File: config.mk
export PLATFORM = sky130hd
export DESIGN_NAME = imem_loader_flat
export DESIGN_NICKNAME = d
export VERILOG_FILES = /design/src/rtl/imem_loader_if.sv /design/src/rtl/imem_loader.sv /design/src/flat_wrapper.sv
export SDC_FILE = /design/constraint.sdc
export NUM_CORES = 1
export LEC_CHECK = 0
export CAP_MARGIN = 20
export CORE_UTILIZATION = 45
export DETAILED_ROUTE_END_ITERATION = 12
export GPL_ROUTABILITY_DRIVEN = 0
export GPL_TIMING_DRIVEN = 0
export PLACE_DENSITY = 0.81
export SKIP_LAST_GASP = 1
export SLEW_MARGIN = 5
export SYNTH_ARGS = -nofsm -noshare
export SYNTH_HDL_FRONTEND = slang
export SYNTH_SLANG_ARGS = --single-unit
File: constraint.sdc
create_clock -name clk -period 1.97 [get_ports clk]
set_input_delay 0.197 -clock clk [delete_from_list [all_inputs] [get_ports clk]]
set_output_delay 0.197 -clock clk [all_outputs]
set_load 0.01 [all_outputs]
File: src/rtl/imem_loader_if.sv
// Byte-stream input and instruction-memory write port of the boot loader.
// The slave modport is the loader's view; master is the host/memory side.
interface imem_loader_if #(
  parameter int unsigned ADDR_W = 5
);
  logic [7:0]        in_byte;
  logic              in_valid;
  logic              in_ready;
  logic              we;
  logic [ADDR_W-1:0] wa;
  logic [31:0]       wd;

  modport slave (
    input  in_byte, in_valid,
    output in_ready, we, wa, wd
  );

  modport master (
    output in_byte, in_valid,
    input  in_ready, we, wa, wd
  );
endinterface

File: src/rtl/imem_loader.sv
// Boot-time instruction-memory writer: assembles a big-endian byte stream into
// 32-bit words, writes them to consecutive addresses, and stalls the CPU meanwhile.
module imem_loader #(
  parameter int unsigned ADDR_W = 5,
  parameter int unsigned DEPTH  = 2 ** ADDR_W
) (
  input  logic              clk,
  input  logic              reset,
  input  logic              start,
  input  logic [ADDR_W:0]   num_words,
  input  logic              abort,
  imem_loader_if.slave      bus,
  output logic              cpu_hold,
  output logic              done,
  output logic              err,
  output logic [31:0]       checksum
);

  localparam int unsigned CNT_W = ADDR_W + 1;

  typedef enum logic [1:0] {IDLE, RECV, WRITE, DONE} state_e;

  state_e            state_q, state_d;
  logic [1:0]        byte_cnt_q, byte_cnt_d;
  logic [CNT_W-1:0]  word_cnt_q, word_cnt_d;
  logic [CNT_W-1:0]  num_q, num_d;
  logic [31:0]       word_q, word_d;
  logic [ADDR_W-1:0] wa_q, wa_d;
  logic [31:0]       wd_q, wd_d;
  logic              we_q, we_d;
  logic              in_ready_q, in_ready_d;
  logic              cpu_hold_q, cpu_hold_d;
  logic              done_q, done_d;
  logic              err_q, err_d;
  logic [31:0]       checksum_q, checksum_d;
  logic              accept;
  logic              num_ok;
  logic [31:0]       word_next;

  always_ff @(posedge clk) begin
    if (reset) begin
      state_q    <= IDLE;
      byte_cnt_q <= '0;
      word_cnt_q <= '0;
      num_q      <= '0;
      word_q     <= '0;
      wa_q       <= '0;
      wd_q       <= '0;
      we_q       <= 1'b0;
      in_ready_q <= 1'b0;
      cpu_hold_q <= 1'b0;
      done_q     <= 1'b0;
      err_q      <= 1'b0;
      checksum_q <= '0;
    end else begin
      state_q    <= state_d;
      byte_cnt_q <= byte_cnt_d;
      word_cnt_q <= word_cnt_d;
      num_q      <= num_d;
      word_q     <= word_d;
      wa_q       <= wa_d;
      wd_q       <= wd_d;
      we_q       <= we_d;
      in_ready_q <= in_ready_d;
      cpu_hold_q <= cpu_hold_d;
      done_q     <= done_d;
      err_q      <= err_d;
      checksum_q <= checksum_d;
    end
  end

  assign accept    = (state_q == RECV) && bus.in_valid && in_ready_q;
  assign num_ok    = (num_words != '0) && (num_words <= CNT_W'(DEPTH));
  assign word_next = {word_q[23:0], bus.in_byte};

  // Next state plus registered outputs, which are derived from the next state.
  always_comb begin
    state_d    = state_q;
    byte_cnt_d = byte_cnt_q;
    word_cnt_d = word_cnt_q;
    num_d      = num_q;
    word_d     = word_q;
    wa_d       = wa_q;
    wd_d       = wd_q;
    err_d      = err_q;
    checksum_d = checksum_q;

    unique case (state_q)
      IDLE: begin
        if (start) begin
          if (num_ok) begin
            num_d      = num_words;
            err_d      = 1'b0;
            checksum_d = '0;
            wa_d       = '0;
            byte_cnt_d = '0;
            word_cnt_d = '0;
            state_d    = RECV;
          end else begin
            err_d = 1'b1;
          end
        end
      end
      RECV: begin
        if (accept) begin
          word_d     = word_next;
          byte_cnt_d = 2'(byte_cnt_q + 2'd1);
          if (byte_cnt_q == 2'd3) begin
            wd_d    = word_next;
            state_d = WRITE;
          end
        end
      end
      WRITE: begin
        checksum_d = checksum_q ^ wd_q;
        word_cnt_d = CNT_W'(word_cnt_q + 1'b1);
        if (CNT_W'(word_cnt_q + 1'b1) == num_q) begin
          state_d = DONE;
        end else begin
          wa_d    = ADDR_W'(wa_q + 1'b1);
          state_d = RECV;
        end
      end
      DONE: state_d = IDLE;
      default: state_d = IDLE;
    endcase

    // Abort drops any partial word; a word already on the port this cycle still lands.
    if (abort && (state_q != IDLE)) begin
      state_d    = IDLE;
      err_d      = 1'b1;
      byte_cnt_d = '0;
      wa_d       = wa_q;
    end

    we_d       = (state_d == WRITE);
    in_ready_d = (state_d == RECV);
    cpu_hold_d = (state_d != IDLE);
    done_d     = (state_d == DONE);
  end

  assign bus.in_ready = in_ready_q;
  assign bus.we       = we_q;
  assign bus.wa       = wa_q;
  assign bus.wd       = wd_q;
  assign cpu_hold     = cpu_hold_q;
  assign done         = done_q;
  assign err          = err_q;
  assign checksum     = checksum_q;

endmodule

File: src/flat_wrapper.sv
// flat-port wrapper written by rule: the top's interface ports become plain ports
module imem_loader_flat 
#(
  parameter int unsigned ADDR_W = 5,
  parameter int unsigned DEPTH  = 2 ** ADDR_W
)
  (clk, reset, start, num_words, abort, cpu_hold, done, err, checksum, bus_in_byte, bus_in_valid, bus_in_ready, bus_we, bus_wa, bus_wd);
  imem_loader_if #(.ADDR_W(ADDR_W)) bus_i ();
  input  logic clk;
  input  logic reset;
  input  logic start;
  input  logic [ADDR_W:0] num_words;
  input  logic abort;
  output logic cpu_hold;
  output logic done;
  output logic err;
  output logic [31:0] checksum;
  input wire logic [$bits(bus_i.in_byte)-1:0] bus_in_byte;
  input wire logic [$bits(bus_i.in_valid)-1:0] bus_in_valid;
  output wire logic [$bits(bus_i.in_ready)-1:0] bus_in_ready;
  output wire logic [$bits(bus_i.we)-1:0] bus_we;
  output wire logic [$bits(bus_i.wa)-1:0] bus_wa;
  output wire logic [$bits(bus_i.wd)-1:0] bus_wd;
  assign bus_i.in_byte = bus_in_byte;
  assign bus_i.in_valid = bus_in_valid;
  assign bus_in_ready = bus_i.in_ready;
  assign bus_we = bus_i.we;
  assign bus_wa = bus_i.wa;
  assign bus_wd = bus_i.wd;
  imem_loader #(.ADDR_W(ADDR_W), .DEPTH(DEPTH)) u_core (.clk(clk), .reset(reset), .start(start), .num_words(num_words), .abort(abort), .bus(bus_i), .cpu_hold(cpu_hold), .done(done), .err(err), .checksum(checksum));
endmodule
**Routed clock nets over the placement**

Bar = 20 µm.
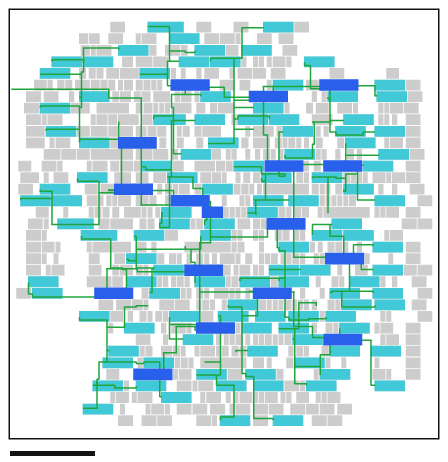
[blue] cells driving clock nets | count: 17
[green] clock wires | length: 1,410 µm
[cyan] flip-flops | count: 114
flops lie	all over the die
routed clock nets	18

**Wiring by layer**

Bar = 20 µm.
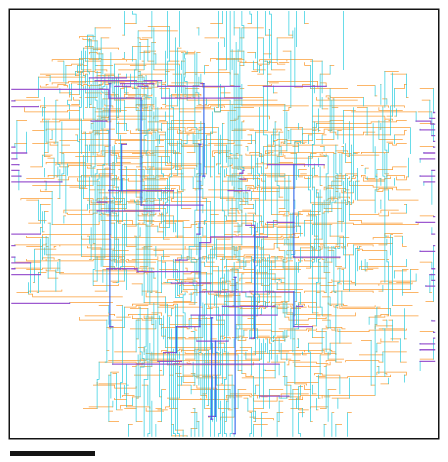
colour	layer	wire length
orange	met1	4,770 µm
purple	met3	512 µm
blue	met4	296 µm
cyan	met2	5,550 µm

**The clock network**

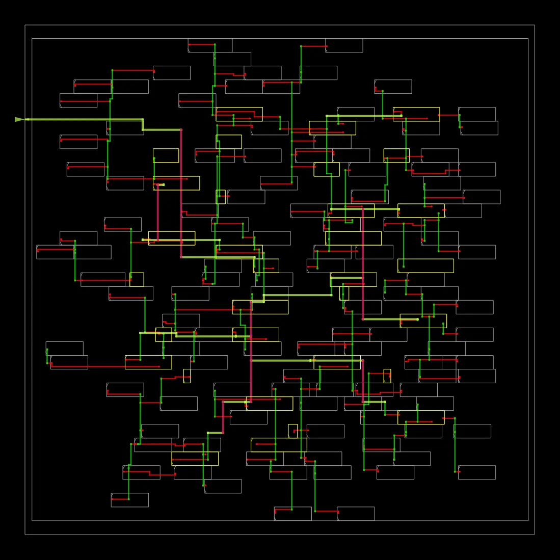
Clock Skews: 0.00634 ns
Clk power: 3.23 mW
Num CTS Buffers: 17
clock sink count: 114
clk_lat worst skew: 0.52 ns

**Pin map**

Pins as bars across the die edge, other pins in grey.
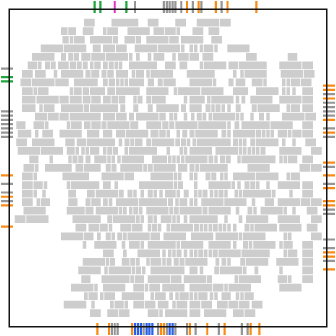
colour	port	pins	direction	edge
magenta	abort	1	input	top
blue	bus_in_byte	8	input	bottom
green	bus_wa	5	output	3 top, 2 left
orange	checksum	32	output	13 right, 10 bottom, 5 top, 4 left
all pins by edge	30 bottom, 27 right, 19 top, 17 left

**Sequential cells coloured by netlist name**

Other sequential cells in the stronger grey, the rest of the logic in the fainter grey.
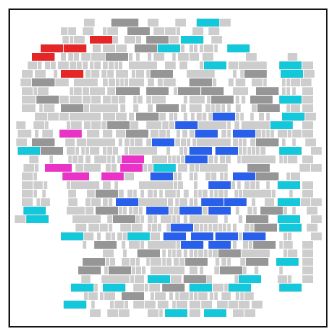
colour	name in the netlist	flops
blue	u_core.word_q	24
red	u_core.bus.wa	5
cyan	u_core.checksum	32
magenta	u_core.word_cnt_q	6
not coloured	47

==> Yosys cell counts (5+ instances only) <==
library cell  count  area [µm²]
nand2_1         156         586
dfxtp_1         114        2280
a21oi_1          65         325
nor2_1           54         203
xor2_1           37         324
clkbuf_1         25        93.8
nand3_1          13        65.1
mux2i_1           7        70.1
o21ai_0           6        30.0
nand2b_1          5        31.3
xnor2_1           5        43.8
==> metrics by stage <==
| step | power, mW | cell area (µm²) |
|---|---|---|
| 2_1_floorplan | 2.50 | 4370 |
| 3_3_place_gp | 2.60 | 5450 |
| 3_5_place_dp | 2.60 | 5450 |
| 4_1_cts | 5.82 | 6240 |
| 5_1_grt | 5.96 | 6310 |
| 6_report | 5.82 | 6310 |
==> results_dict.tcl <==
# flow metrics
set metrics [dict create \
    status "complete, but fails checks" \
    violations "negative hold slack" \
    p_leak_nw 2.33 \
    cp_slowest_stage_delay_ns 0.59 \
    rsz0062_at_grt "true" \
    top_usage_layer "met2" \
    hold_slack_ns -0.0405 \
    mux_share_pct 1.60 \
    async_flop_share_pct 0 \
    clock_area_share_pct 9.96 \
    worst-path-buf-inv 0 \
    die_width_um 101 \
    nets 673 \
    io_pins 93 \
    comb-power_mw 0.251 \
    cp-start-kind "flop" \
    dpl.cell_count 750 \
    hold_viol_final 2 \
    cts_hold_buf 0 \
    cp_data_required_time_ns 2.39 \
    clkSlewWorstSetupHoldPaths_ns 0.06 \
]
Power figures rest on the tool's default switching activity, not on a simulated workload.
